==> run_1/metal_stack.png <==
The bar under the picture is 20 um long.
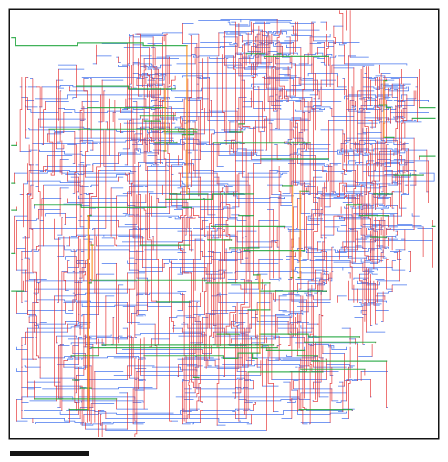
==> run_1/clock_map.png <==
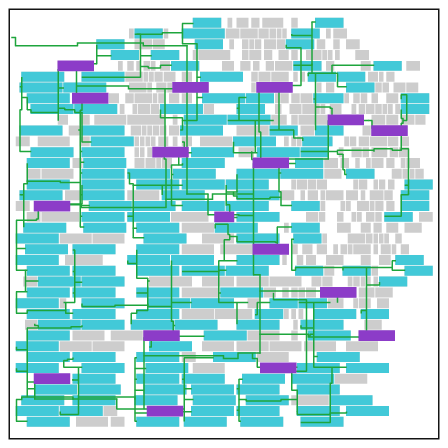
==> run_1/port_nets.png <==
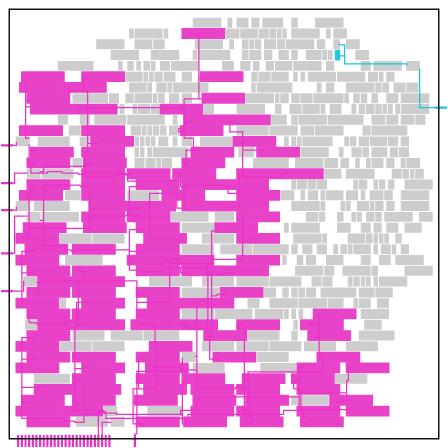
### src/rtl/uart_pkg.sv
// Shared types and constants for the MMIO console UART transmitter.
package uart_pkg;

  typedef enum logic [1:0] {IDLE, START, DATA, STOP} tx_state_t;

  localparam int unsigned UART_DATA_BITS            = 8;
  localparam int unsigned UART_DEFAULT_CLKS_PER_BIT = 868;

endpackage

### src/rtl/sync_fifo.sv
// Single-clock FIFO with first-word fall-through read data; writes when full
// and reads when empty are ignored.
module sync_fifo #(
  parameter int unsigned WIDTH = 8,
  parameter int unsigned DEPTH = 16
) (
  input  logic             clk,
  input  logic             Rst,
  input  logic             push,
  input  logic             pop,
  input  logic [WIDTH-1:0] din,
  output logic [WIDTH-1:0] dout,
  output logic             full,
  output logic             empty
);

  localparam int unsigned AW = $clog2(DEPTH);
  localparam int unsigned CW = AW + 1;

  logic [WIDTH-1:0] mem [DEPTH];
  logic [AW-1:0]    wr_ptr;
  logic [AW-1:0]    rd_ptr;
  logic [CW-1:0]    count;
  logic             push_ok;
  logic             pop_ok;

  assign full    = (count == CW'(DEPTH));
  assign empty   = (count == '0);
  assign push_ok = push && !full;
  assign pop_ok  = pop && !empty;
  assign dout    = mem[rd_ptr];

  always_ff @(posedge clk) begin
    if (push_ok) mem[wr_ptr] <= din;
  end

  // Pointers wrap naturally; count tracks occupancy on the pre-edge state.
  always_ff @(posedge clk) begin
    if (Rst) begin
      wr_ptr <= '0;
      rd_ptr <= '0;
      count  <= '0;
    end else begin
      if (push_ok) wr_ptr <= wr_ptr + AW'(1);
      if (pop_ok)  rd_ptr <= rd_ptr + AW'(1);
      case ({push_ok, pop_ok})
        2'b10:   count <= count + CW'(1);
        2'b01:   count <= count - CW'(1);
        default: count <= count;
      endcase
    end
  end

endmodule

### src/rtl/mmio_uart_tx.sv
// MMIO-store-fed 8N1 UART transmitter: buffers the low byte of each store
// and serialises it LSB first with gapless back-to-back frames.
module mmio_uart_tx
  import uart_pkg::*;
#(
  parameter int unsigned CLKS_PER_BIT = UART_DEFAULT_CLKS_PER_BIT,
  parameter int unsigned FIFO_DEPTH   = 16
) (
  input  logic        clk,
  input  logic        Rst,
  input  logic        mmio_wea,
  input  logic [31:0] mmio_dat,
  output logic        tx,
  output logic        busy,
  output logic        fifo_full,
  output logic        fifo_empty,
  output logic        overflow
);

  localparam int unsigned BAUD_W = $clog2(CLKS_PER_BIT);
  localparam logic [BAUD_W-1:0] BAUD_LAST = BAUD_W'(CLKS_PER_BIT - 1);
  localparam logic [2:0] LAST_BIT = 3'(UART_DATA_BITS - 1);

  tx_state_t                 state, state_d;
  logic [BAUD_W-1:0]         baud, baud_d;
  logic [2:0]                bit_idx, bit_idx_d;
  logic [UART_DATA_BITS-1:0] shift, shift_d;
  logic                      tx_d;
  logic                      pop;
  logic                      bit_done;
  logic [UART_DATA_BITS-1:0] fifo_dout;
  logic                      unused_dat;

  assign unused_dat = ^mmio_dat[31:8];

  sync_fifo #(
    .WIDTH (UART_DATA_BITS),
    .DEPTH (FIFO_DEPTH)
  ) u_fifo (
    .clk   (clk),
    .Rst   (Rst),
    .push  (mmio_wea),
    .pop   (pop),
    .din   (mmio_dat[UART_DATA_BITS-1:0]),
    .dout  (fifo_dout),
    .full  (fifo_full),
    .empty (fifo_empty)
  );

  assign busy     = (state != IDLE) || !fifo_empty;
  assign bit_done = (baud == BAUD_LAST);

  always_ff @(posedge clk) begin
    if (Rst) begin
      state    <= IDLE;
      baud     <= '0;
      bit_idx  <= '0;
      shift    <= '0;
      tx       <= 1'b1;
      overflow <= 1'b0;
    end else begin
      state    <= state_d;
      baud     <= baud_d;
      bit_idx  <= bit_idx_d;
      shift    <= shift_d;
      tx       <= tx_d;
      overflow <= overflow || (mmio_wea && fifo_full);
    end
  end

  // Next state; tx is registered from the post-edge state so it never glitches.
  always_comb begin
    state_d   = state;
    baud_d    = baud;
    bit_idx_d = bit_idx;
    shift_d   = shift;
    pop       = 1'b0;
    case (state)
      IDLE: begin
        if (!fifo_empty) begin
          pop     = 1'b1;
          shift_d = fifo_dout;
          baud_d  = '0;
          state_d = START;
        end
      end
      START: begin
        if (bit_done) begin
          baud_d    = '0;
          bit_idx_d = '0;
          state_d   = DATA;
        end else begin
          baud_d = baud + BAUD_W'(1);
        end
      end
      DATA: begin
        if (bit_done) begin
          baud_d    = '0;
          shift_d   = {1'b0, shift[UART_DATA_BITS-1:1]};
          bit_idx_d = bit_idx + 3'd1;
          if (bit_idx == LAST_BIT) state_d = STOP;
        end else begin
          baud_d = baud + BAUD_W'(1);
        end
      end
      STOP: begin
        if (bit_done) begin
          baud_d = '0;
          if (!fifo_empty) begin
            pop     = 1'b1;
            shift_d = fifo_dout;
            state_d = START;
          end else begin
            state_d = IDLE;
          end
        end else begin
          baud_d = baud + BAUD_W'(1);
        end
      end
      default: state_d = IDLE;
    endcase

    tx_d = 1'b1;
    if (state_d == START)     tx_d = 1'b0;
    else if (state_d == DATA) tx_d = shift_d[0];
  end

endmodule

### config.mk
export PLATFORM = sky130hd
export DESIGN_NAME = mmio_uart_tx
export DESIGN_NICKNAME = d
export VERILOG_FILES = /design/src/rtl/uart_pkg.sv /design/src/rtl/sync_fifo.sv /design/src/rtl/mmio_uart_tx.sv
export SDC_FILE = /design/constraint.sdc
export NUM_CORES = 1
export LEC_CHECK = 0
export CAP_MARGIN = 40
export CORE_UTILIZATION = 63
export CTS_CLUSTER_DIAMETER = 80
export CTS_CLUSTER_SIZE = 40
export DETAILED_ROUTE_END_ITERATION = 8
export HOLD_SLACK_MARGIN = 0.15
export MAX_ROUTING_LAYER = met4
export PLACE_DENSITY = 0.83
export SLEW_MARGIN = 20
export SYNTH_ARGS = -nofsm -noshare
export SYNTH_HDL_FRONTEND = slang
export SYNTH_SLANG_ARGS = --single-unit
### constraint.sdc
create_clock -name clk -period 9.2 [get_ports clk]
set_input_delay 1.84 -clock clk [delete_from_list [all_inputs] [get_ports clk]]
set_output_delay 1.84 -clock clk [all_outputs]
set_load 0.01 [all_outputs]
==> results.json, run 1 <==
{
  "setup_viol": 0,
  "reg2reg_to": "u_fifo.count[4]",
  "slew_headroom_pct": 46.6,
  "critPathCaptureType": "output port",
  "r2r_slack_ps": 5650,
  "start_kind": "register",
  "vias": 4030,
  "rows": 38,
  "finalNonFillerCells": 640,
  "grt_max_degree": 37,
  "status": "finished clean",
  "worst-slew-pin-transition_ps": 801,
  "synthAdderAreaFrac_pct": 2.83,
  "fmax_mhz": 229,
  "critPathRequiredTime_ps": 7360,
  "gp_congestion": 0.851,
  "holdCritStartpoint": "overflow",
  "clk_path_buf_depth": 2,
  "clock_sinks": 170,
  "power_uw": 2120,
  "grt_pass1_wl_mm": 21.5,
  "synth.area.mux_share_pct": 13.5,
  "ys_async_sr_fraction_pct": 0,
  "xor_share_pct": 1.24,
  "final_nets": 538,
  "slew_violations": 0,
  "area_leaders": "edfxtp_1 54%, dfxtp_1 12%, mux4_2 9.9%, ha_1 2.8%, nor2_1 2.7%",
  "maxCapViolCount": 0,
  "crit_end": "busy",
  "core_area_sq_um": 10900,
  "cp_max_fo": 10,
  "drt-pass1-iter-count": 5,
  "htree_levels": 4,
  "drt_first_iter_violations": 334,
  "hold-path-endpoint": "overflow",
  "grt-ovfl-total": 0,
  "die_h_um": 108,
  "top_area_cell": "edfxtp_1",
  "cp_num_cells": 5,
  "p_per_area_nw_per_um2": 265,
  "finalClockSkew_ps": 6.62,
  "worstPathArrival_ps": 2530,
  "cpLargestDelayFamily": "simple AND/OR/NAND/NOR gates",
  "grt_pass1_vias": 4027,
  "min_period_ps": 4370,
  "finalSetupTns_ps": 0,
  "postCtsResizedCells": 0,
  "rr_startpoint": "baud[0]"
}
Notes on metal_stack.png above:
- green: met3 (wire length 789 um)
- red: met2 (wire length 7110 um)
- blue: met1 (wire length 5680 um)
- orange: met4 (wire length 190 um)
total track usage: 27.1%
per-cell routed wire length: 21.5 um
final wirelength: 13.8 mm

Notes on clock_map.png above:
- cyan: flip-flops (count 170)
- green: clock wires (length 1760 um)
- purple: cells driving clock nets (count 17)
- flops lie: spread over the die
clk pwr: 686 uW
worst skew pair latency: 540 ps

Notes on port_nets.png above:
- cyan: fifo_full (bits 1; direction output; end cells 1; wire 37.7 um)
- magenta: mmio_dat (bits 32; direction input; end cells 128; wire 1280 um)

==> run 1: cell usage after synthesis, types with 6 or more instances <==
master / instances
a21oi_1: 18
a22oi_1: 8
a32oi_1: 6
and3_1: 6
buf_2: 7
clkbuf_1: 8
dfxtp_1: 42
edfxtp_1: 128
ha_1: 16
inv_1: 8
mux4_1: 7
mux4_2: 31
nand2_1: 27
nor2_1: 50
nor2b_1: 6
nor3_1: 6
o21ai_0: 14
xor2_1: 7
==> run 1: layout make-up <==
type	instances	area share, %
well taps	140	2.19
multi-input cells	256	27.8
clock buffers	17	5.18
inverters	9	0.422
clock inverters	15	1.97
flip-flops and latches	170	58.6
repair buffers	33	3.82
==> run 1: metrics by stage <==
stage	worst slack (ps)	area (sq um)	util [%]	hold WS (ps)
3_3_place_gp	4730	7310	67.1	453
5_1_grt	4690	8000	73.5	510
4_1_cts	4830	7920	72.7	480
2_1_floorplan	5240	7070	-	443
3_5_place_dp	4570	7350	67.5	464
6_report	4830	8000	73.5	471
==> run 1: routing by layer <==
metal / vias up / routed length (um) / global-route usage, % / part of all wire (%)
li1: 1840 / - / - / -
met1: 2039 / 5680 / 33.4 / 41
met2: 132 / 7110 / 41.4 / 52
met3: 19 / 788 / 8.80 / 5.7
met4: 0 / 189 / 11.7 / 1.4
met5: - / 0 / - / 0
==> run 1: state kept, by name, indices dropped and copies added, names as in the netlist, named ones only <==
name / cells
u_fifo.count: 5
u_fifo.mem: 128
overflow: 1
shift: 8
baud: 10
u_fifo.wr_ptr: 4
bit_idx: 3
u_fifo.rd_ptr: 4
state: 2
tx: 1
==> run 1: report_power, final <==
part           switching [uW]  internal [uW]  leakage (uW)  total (uW)
registers                62.7            880       0.00150         942
clock network             315            371      0.000275         686
logic                     263            231      0.000919         494
--- run 2 (diff from run 1) ---
--- a/config.mk
+++ b/config.mk
@@ -6,13 +6,13 @@
 export NUM_CORES = 1
 export LEC_CHECK = 0
 export CAP_MARGIN = 40
-export CORE_UTILIZATION = 63
+export CORE_UTILIZATION = 53
 export CTS_CLUSTER_DIAMETER = 80
 export CTS_CLUSTER_SIZE = 40
 export DETAILED_ROUTE_END_ITERATION = 8
 export HOLD_SLACK_MARGIN = 0.15
 export MAX_ROUTING_LAYER = met4
-export PLACE_DENSITY = 0.83
+export PLACE_DENSITY = 0.75
 export SLEW_MARGIN = 20
 export SYNTH_ARGS = -nofsm -noshare
 export SYNTH_HDL_FRONTEND = slang
==> constraint.sdc (replaced) <==
create_clock -name clk -period 3.6 [get_ports clk]
set_input_delay 0.72 -clock clk [delete_from_list [all_inputs] [get_ports clk]]
set_output_delay 0.72 -clock clk [all_outputs]
set_load 0.01 [all_outputs]
==> results.json, run 2 <==
{
  "status": "finished clean",
  "gp_congestion": 0.875,
  "drt-pass1-iter-count": 5,
  "setup_ws_ps": 429,
  "whs_ps": 490,
  "r2r_slack_ps": 430,
  "post-synth-top-count-cell": "edfxtp_1",
  "start_kind": "register",
  "worstPathArrival_ps": 3480,
  "worst-slew-pin-transition_ps": 827,
  "slew_violations": 0,
  "synth.area.mux_share_pct": 13.5,
  "finalSetupTns_ps": 0,
  "reg_top3": "u_fifo.mem: 128 flops, baud: 10 flops, shift: 8 flops",
  "core_area_sq_um": 12800,
  "top_area_cell": "edfxtp_1",
  "p_per_area_nw_per_um2": 664,
  "power_uw": 5310,
  "htree_levels": 4,
  "wirelength_mm": 13.2,
  "critPathRequiredTime_ps": 3910,
  "grt_pass1_wl_mm": 21.1,
  "cp_max_fo": 9
}
-- run 2: cell counts after synthesis --
Identical to the previous run, type by type.
-- run 2: worst max-delay path, cell delays in order, from the launching register on --
cell     delay [ps]
dfxtp_1         370
ha_1            200
nor2b_1         290
a41o_1          250
nor3b_2         240
ha_1            390
xor2_1          190
ha_1            160
a21oi_1          70
nor2b_1         130
o21ai_0          80
a21o_1          170
a31oi_1         160
mux2_2          350
-- run 2: worst max-delay path by stage --
stage,start,to,depth (start not counted)
6_report,baud[0],u_fifo.count[4],13
5_1_grt,baud[0],u_fifo.count[4],13
4_1_cts,baud[0],u_fifo.count[4],13
3_5_place_dp,mmio_wea,u_fifo.count[4],12
3_3_place_gp,mmio_wea,u_fifo.count[4],12
2_1_floorplan,baud[0],u_fifo.count[4],14
-- run 2: metal layers --
metal / routed length [um] / GRT usage (%) / part of all wire (%)
met1: 5650 / 26.6 / 43
met2: 6680 / 33.2 / 51
met3: 589 / 5.09 / 4.5
met4: 291 / 8.81 / 2.2
met5: 0 / - / 0
-- run 2: area by class of cell --
| cell class | instances | area [sq um] |
|---|---|---|
| clock inverter | 12 | 90.1 |
| tap | 172 | 215 |
| sequential | 170 | 4690 |
| fill | 927 | 4820 |
| inverter | 9 | 33.8 |
| timing repair buffer | 37 | 315 |
| multi-input combinational | 256 | 2230 |
| clock buffer | 20 | 437 |
-- run 2: logic make-up after synthesis --
| kind of cell | Yosys count |
|---|---|
| xor gates and xnor gates | 10 |
| and+or+nand+nor | 121 |
| AOI/OAI and AO/OA | 64 |
| buffers and inverters | 31 |
| DFF | 170 |
| adders and majority gates | 16 |
| muxes | 45 |
-- run 2: report_power, final --
part           internal (uW)  switching [uW]  total (uW)
Sequential              2250             131        2380
Combinational            608             706        1310
Clock                    888             732        1620
==> run_2/port_nets.png <==
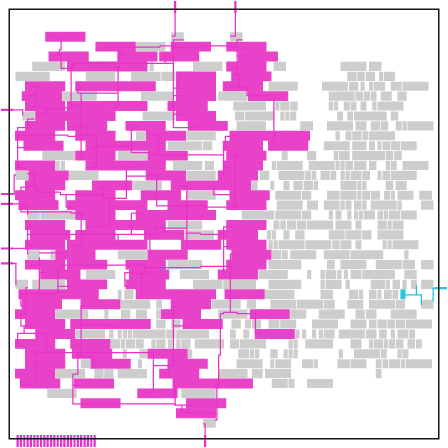
- cyan: fifo_full (bits 1; direction output; end cells 1; wire 15.0 um)
- magenta: mmio_dat (bits 32; direction input; end cells 128; wire 1180 um)

No activity file was given, so power comes from the tool's default toggle rates.
